**src/rtl/clkdiv_pkg.sv**
```systemverilog
// clkdiv_pkg: constants shared by the ripple clock divider, tick counter and display logic
package clkdiv_pkg;
  localparam int DIV_BITS = 3;
  localparam logic [1:0] SEL_FREERUN = 2'd3;
  localparam int DEF_WIDTH = 4;
  localparam int DEF_MAX = 9;
endpackage

```
**src/rtl/sync_edge_det.sv**
```systemverilog
// sync_edge_det: rising-edge detector on an already-synchronised bit, muted on source change
module sync_edge_det #(
  parameter int SYNC_STAGES = 2
) (
  input  logic clk,
  input  logic rst_n,
  input  logic d,
  input  logic sel_chg,
  output logic rise
);
  logic prev;
  if (SYNC_STAGES < 2) begin : g_chk
    $error("SYNC_STAGES must be at least 2");
  end
  // prev always tracks d, so a source switch reloads it with the new bit
  always_ff @(posedge clk or negedge rst_n)
    if (!rst_n) prev <= 1'b0;
    else prev <= d;
  assign rise = d & ~prev & ~sel_chg;
endmodule

```
**src/rtl/divclk_tick_counter.sv**
```systemverilog
// divclk_tick_counter: synchronises a selected divided-clock bit into clk and
// counts its rising edges modulo MAX+1 with wrap pulse
module divclk_tick_counter
  import clkdiv_pkg::*;
#(
  parameter int WIDTH = DEF_WIDTH,
  parameter int MAX = DEF_MAX,
  parameter int SYNC_STAGES = 2
) (
  input  logic                clk,
  input  logic                rst_n,
  input  logic [DIV_BITS-1:0] divclock,
  input  logic [1:0]          sel,
  input  logic                en,
  input  logic                up,
  input  logic                load,
  input  logic [WIDTH-1:0]    load_val,
  output logic                tick,
  output logic [WIDTH-1:0]    count,
  output logic                tc
);
  logic [DIV_BITS-1:0][SYNC_STAGES-1:0] sync_q;
  logic [DIV_BITS-1:0] synced;
  logic [1:0] sel_q;
  logic sel_chg, d, det, edge_c, tc_d;
  logic [WIDTH-1:0] max_v, load_c, count_d;
  if (MAX > 2 ** WIDTH - 1 || MAX < 1) begin : g_chk
    $error("MAX out of range for WIDTH");
  end
  // every bit gets its own chain; the mux only ever sees synchronised bits
  always_ff @(posedge clk or negedge rst_n)
    if (!rst_n) sync_q <= '0;
    else for (int i = 0; i < DIV_BITS; i++) sync_q[i] <= {sync_q[i][SYNC_STAGES-2:0], divclock[i]};
  for (genvar i = 0; i < DIV_BITS; i++) begin : g_sync
    assign synced[i] = sync_q[i][SYNC_STAGES-1];
  end
  assign sel_chg = sel != sel_q;
  assign d = (sel == SEL_FREERUN) ? 1'b0 : synced[sel];
  sync_edge_det #(.SYNC_STAGES(SYNC_STAGES)) u_det (
    .clk    (clk),
    .rst_n  (rst_n),
    .d      (d),
    .sel_chg(sel_chg),
    .rise   (det)
  );
  assign edge_c = ~sel_chg & ((sel == SEL_FREERUN) | det);
  assign max_v = WIDTH'(MAX);
  assign load_c = (load_val > max_v) ? max_v : load_val;
  always_comb begin
    count_d = count;
    tc_d = 1'b0;
    if (load) count_d = load_c;
    else if (en & edge_c) begin
      tc_d = up ? (count == max_v) : (count == '0);
      count_d = up ? (tc_d ? '0 : count + 1'b1) : (tc_d ? max_v : count - 1'b1);
    end
  end
  always_ff @(posedge clk or negedge rst_n)
    if (!rst_n) begin
      sel_q <= '0;
      tick <= 1'b0;
      count <= '0;
      tc <= 1'b0;
    end else begin
      sel_q <= sel;
      tick <= edge_c;
      count <= count_d;
      tc <= tc_d;
    end
endmodule

```
**config.mk**
```make
export PLATFORM = sky130hd
export DESIGN_NAME = divclk_tick_counter
export DESIGN_NICKNAME = d
export VERILOG_FILES = /design/src/rtl/clkdiv_pkg.sv /design/src/rtl/sync_edge_det.sv /design/src/rtl/divclk_tick_counter.sv
export SDC_FILE = /design/constraint.sdc
export NUM_CORES = 1
export LEC_CHECK = 0
export CAP_MARGIN = 20
export CORE_MARGIN = 4
export CORE_UTILIZATION = 47
export CTS_CLUSTER_SIZE = 25
export DETAILED_ROUTE_END_ITERATION = 7
export PLACE_DENSITY_LB_ADDON = 0.25
export SLEW_MARGIN = 40
export SYNTH_ARGS = -nofsm -noshare
export SYNTH_HDL_FRONTEND = slang
export SYNTH_SLANG_ARGS = --single-unit
```
**constraint.sdc**
```tcl
create_clock -name clk -period 1.8 [get_ports clk]
set_input_delay 0.36 -clock clk [delete_from_list [all_inputs] [get_ports clk]]
set_output_delay 0.36 -clock clk [all_outputs]
set_load 0.02 [all_outputs]
```
Run 1, cell density map:
Scale: 6 px per um. The die is cut into 10 by 10 equal tiles; white is low, dark blue is high, 0 to 100% covered.
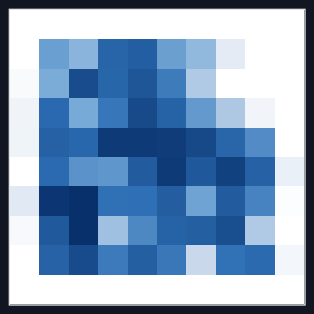
nearly empty tiles: 32%
fullest tile: 100%
tiles over 75% full: 34%
mean over tiles: 44%
densest ninth of the die: centre

Run 1, clock distribution:
Scale: 12 px per um.
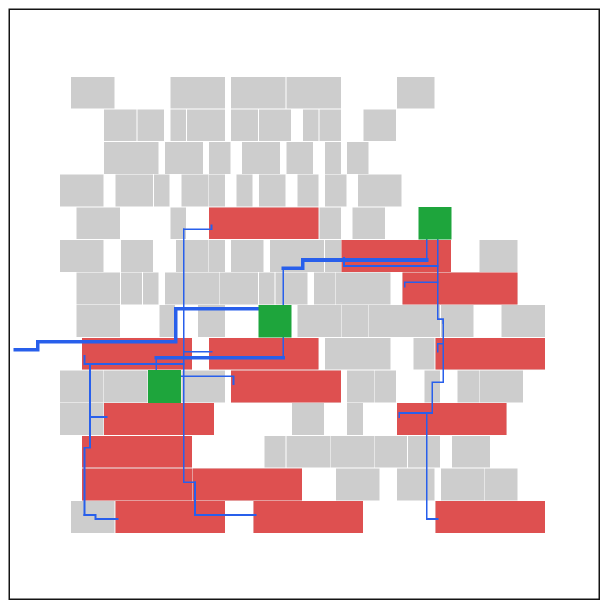
[flip-flops] red | count: 15
[clock drivers] green | count: 3
[clock wires] blue | length: 173 um
routed clock nets: 4

Run 1, PDN straps and rails:
Scale: 10 px per um. Pins as bars on the die edge.
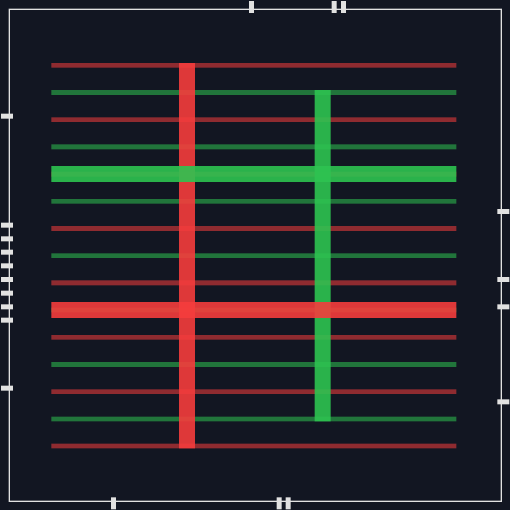
[VDD] green
[VSS] red
met4 straps: 2
met5 straps: 2
met1 rails: 15
rows: 14

==> run 1: cell type report <==
class / count / area [um^2]
fillers: 121 / 474.2
multi-input cells: 54 / 387.9
flip-flops and latches: 15 / 376.6
repair buffers: 25 / 237.7
clock buffers: 3 / 22.52
well taps: 16 / 20.02
inverters: 4 / 15.01
clock inverters: 1 / 7.507
==> run 1: cell families after synthesis <==
kind of cell / synth area share
compound gates: 0.2212
xor+xnor: 0.03318
fa+ha+maj: 0.04740
buf+inv: 0.03633
flops: 0.4739
mux: 0.02528
simple gates: 0.1627
==> run 1: layer usage <==
| metal | GRT usage | share of wire |
|---|---|---|
| met5 | 0 | 0 |
| met4 | 0.02691 | 0 |
| met3 | 0.07034 | 0.089 |
| met2 | 0.2283 | 0.46 |
| met1 | 0.1827 | 0.45 |
==> results.yml, run 1 <==
# generated from flow reports
place:
  dp_hpwl_mm: 1.201
  pre_cts_ws_ns: -0.1703
  placed_cell_area_um2: 1033
  placedCellCount: 114
global_route:
  grt_max_degree: 16
  grt_usage: 0.1457
  grt_first_pass_wirelength_mm: 2.766
pwr:
  p_int_mw: 0.5510
  vdd_drop_max_mv: 0.6471
  swShare: 0.3047
  total_power_mw: 0.7925
  seq_power_mw: 0.386
  comb-power_mw: 0.208
  power_leader: "registers"
  power_frac_seq: 0.487
  pwr-share-clk: 0.250
  p_leak_nw: 0.4777
  p_per_area_nw_per_um2: 742.5
routing:
  vias_per_cell: 5.686
  first_pass_iters: 4
  drt-total-wl_mm: 1.590
  dr.first_iter.drc_count: 28
  ant_nets: 0
  avgRoutedWirePerCell_um: 13.47
  vias: 671
critical_path:
  r2r_end: "count[2]"
  crit_path_end: "count[2]"
  path_buffers: 1
  path_cells: "inv_1 > ha_1 > nor2b_1 > a32oi_1 > o21ai_0 > mux2i_1 > o22ai_1"
  crit_path_top_delay_cell: "dfrtp_1"
  start_kind: "flop"
  reg2reg_depth: 7
  startpoint: "count[1]"
  cp_top_family: "flip-flops"
  r2r-start: "count[1]"
  crit_arrival_ns: 1.90
  reg2reg_slack_ns: 0.11
  critPathCaptureType: "flop"
clocking:
  htree_levels: 1
  ctsHoldBuffers: 0
  clkSinkCount: 15
  cts-root-buf: "clkbuf_4"
  cts_tree: "built"
  clk_latency_ns: 0.29
  cts_resized: 2
  cts-buffers-inserted: 3
  path_clk_slew_ns: 0.10
sta:
  fmax_ghz: 0.5919
  timing.final.crit_share: 0.9386
  tns_ns: 0
  final_max_slew_viol_count: 0
  worst_slack_ns: 0.1105
  skew_ns: 0.006992
  slew_headroom: 0.7541
  report.final.hold_viol_count: 0
  worst_hold_slack_ns: 0.3560
  rsz0062_at_grt: "false"
final_layout:
  syn2layout_area_growth_pct: 34.75
  lay_top_cells: "clkdlybuf4s50_1 (15), dfrtp_1 (14), nand2_1 (7)"
  largest_register: "sync_q"
  drive_above_1_share: 0.1569
  final_cells: 118
  nNetsFinal: 120
floorplanning:
  die_h_um: 49.05
  dieArea_um2: 2406
  rows: 14
  core_area_um2: 1541
  fp_util: 0.5138
  die_w_um: 49.05
logic_synthesis:
  async_reset_ff_frac: 1.000
  yosys_warnings: 0
  syn_inst: 76
  top_area_cell: "dfrtp_1"
  ys.flops: 15
  topCellsByArea: "dfrtp_1 (47%), ha_1 (4.7%), nand2_1 (3.3%)"
  synth_stat.cells: 76
  synth_nets: 93
  edf_count: 0
  yosysTopAreaCellShare: 0.4739
  syn-cell-area_um2: 792.0
  top_cell: "dfrtp_1"
min_path:
  hold_class: "flop to flop"
  hp-start: "sync_q[4]"
status:
  status: "complete, no violations"
flow_run:
  tool_warnings: 28
  maxCapViolations: 0
==> inputs of run 2 (changes only) <==
--- a/config.mk
+++ b/config.mk
@@ -8,8 +8,8 @@
 export CAP_MARGIN = 20
 export CORE_MARGIN = 4
 export CORE_UTILIZATION = 47
-export CTS_CLUSTER_SIZE = 25
 export DETAILED_ROUTE_END_ITERATION = 7
+export GPL_ROUTABILITY_DRIVEN = 0
 export PLACE_DENSITY_LB_ADDON = 0.25
 export SLEW_MARGIN = 40
 export SYNTH_ARGS = -nofsm -noshare
Run 2, cell density map:
Scale: 6 px per um. The die is cut into 10 by 10 equal tiles; white is low, dark blue is high, 0 to 100% covered.
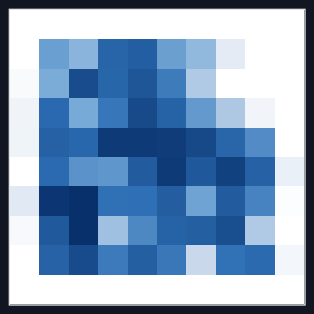
tiles over 75% full: 34%
mean over tiles: 44%
nearly empty tiles: 32%

Run 2, wiring by layer:
Scale: 12 px per um. Only two layers are drawn.
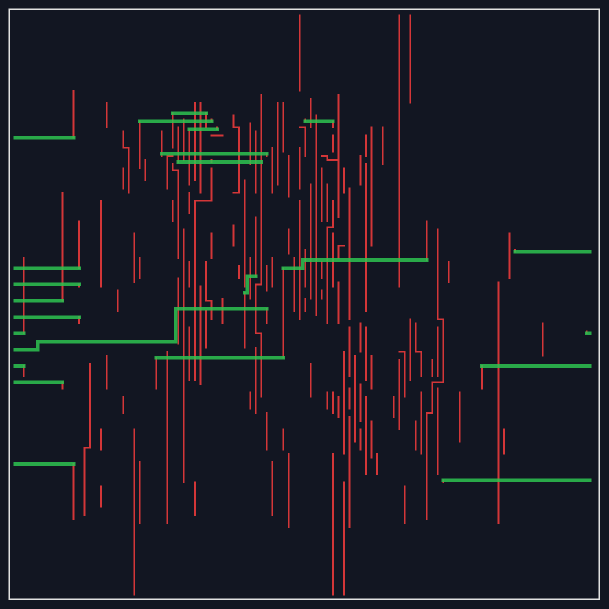
[metal 2] red | wire length: 730 um
[metal 3] green | wire length: 141 um

==> run 2 against run 1 <==
- power is the same
- critical path type unchanged
- first-iteration DRC count is the same
- final cell count is the same
- fmax is the same
- largest cell class unchanged
- sequential share of layout area is the same
==> results.yml, run 2 <==
# generated from flow reports
routing:
  avgRoutedWirePerCell_um: 13.47
  met1_length_um: 719
  dr.first_iter.drc_count: 28
  vias: 671
  wl_met3_um: 141
  top_layer: "met3"
  ant_nets: 0
  drc_errors: 0
  dr_wl_met2_um: 730
  first_pass_iters: 4
  vias_per_cell: 5.686
  drt-total-wl_mm: 1.590
sta:
  timing.final.crit_share: 0.9386
  final_max_slew_viol_count: 0
  worstMarginPinSlew_ns: 0.3678
  period_needed_ns: 1.689
  worst_hold_slack_ns: 0.3560
  fmax_ghz: 0.5919
  skew_ns: 0.006992
  rsz0062_at_grt: "false"
  report.final.hold_viol_count: 0
  worst_slack_ns: 0.1105
  slew_headroom: 0.7541
  tns_ns: 0
  setup_violations: 0
final_layout:
  largest_register: "sync_q"
  fill_cells: 121
  final_cells: 118
  syn2layout_area_growth_pct: 34.75
  top_regs: "sync_q: 6 flops, count: 4 flops, sel_q: 2 flops"
  nNetsFinal: 120
  lay_top_cells: "clkdlybuf4s50_1 (15), dfrtp_1 (14), nand2_1 (7)"
  drive_above_1_share: 0.1569
floorplanning:
  die_h_um: 49.05
  dieArea_um2: 2406
  die_w_um: 49.05
  fp_util: 0.5138
  core_area_um2: 1541
  ios: 20
  rows: 14
critical_path:
  cp_top_family: "flip-flops"
  r2r_end: "count[2]"
  startpoint: "count[1]"
  crit_path_end: "count[2]"
  max_stage_delay_ns: 0.46
  reg2reg_depth: 7
  path_cells: "inv_1 > ha_1 > nor2b_1 > a32oi_1 > o21ai_0 > mux2i_1 > o22ai_1"
  start_kind: "flop"
  path_buffers: 1
  reg2reg_slack_ns: 0.11
  worst_ep_required_time_ns: 2.01
  crit_arrival_ns: 1.90
  critPathCaptureType: "flop"
  r2r-start: "count[1]"
  crit_path_top_delay_cell: "dfrtp_1"
global_route:
  gr-usage-met3: 0.07034
  grt_max_degree: 16
  grt_usage: 0.1457
  use_met1: 0.1827
  use_met2: 0.2283
  grt-busiest-layer: "met2"
  grt_first_pass_wirelength_mm: 2.766
logic_synthesis:
  top_logic_kind: "AND-OR/OR-AND gates"
  edf_count: 0
  topCellsByArea: "dfrtp_1 (47%), ha_1 (4.7%), nand2_1 (3.3%)"
  syn-cell-area_um2: 792.0
  top_area_cell: "dfrtp_1"
  simple_gate_share: 0.1627
  yosysTopAreaCellShare: 0.4739
  yosys_warnings: 0
  top_cell: "dfrtp_1"
  ys_sh_aoi: 0.2212
  ys_area_um2: 792.0
  mux_share: 0.02528
  synth_nets: 93
  synthXorXnorAreaFrac: 0.03318
  async_reset_ff_frac: 1.000
  ys.flops: 15
  synthAdderAreaFrac: 0.04739
  syn_inst: 76
  synth_stat.cells: 76
clocking:
  clk_latency_ns: 0.29
  cts_tree: "built"
  cts-buffers-inserted: 3
  htree_levels: 1
  ctsHoldBuffers: 0
  clkSinkCount: 15
  cts_resized: 2
  cts-root-buf: "clkbuf_4"
  path_clk_slew_ns: 0.10
pwr:
  vdd_drop_max_mv: 0.6471
  total_power_mw: 0.7925
  p_per_area_nw_per_um2: 742.5
  p_leak_nw: 0.4777
status:
  status: "complete, no violations"
place:
  pre_cts_ws_ns: -0.1703
  placed_cell_area_um2: 1033
  placedCellCount: 114
  dp_hpwl_mm: 1.201
min_path:
  hp-start: "sync_q[4]"
  hold_class: "flop to flop"
flow_run:
  tool_warnings: 28
  maxCapViolations: 0
run 2: cell counts after synthesis:
Identical to the previous run, type by type.
run 2: power by group:
| group | switching, mW | internal [mW] |
|---|---|---|
| Clock | 0.114 | 0.0845 |
| Combinational | 0.101 | 0.107 |
| Sequential | 0.0267 | 0.360 |
run 2: area by class of cell:
| cell class | count | area (um^2) | share of cell area |
|---|---|---|---|
| clock buffer | 3 | 22.52 | 0.02110 |
| clock inverter | 1 | 7.507 | 0.007034 |
| inverter | 4 | 15.01 | 0.01407 |
| multi-input combinational | 54 | 387.9 | 0.3634 |
| sequential | 15 | 376.6 | 0.3529 |
| tap | 16 | 20.02 | 0.01876 |
| timing repair buffer | 25 | 237.7 | 0.2227 |
Power is estimated from default activity; no workload was simulated.
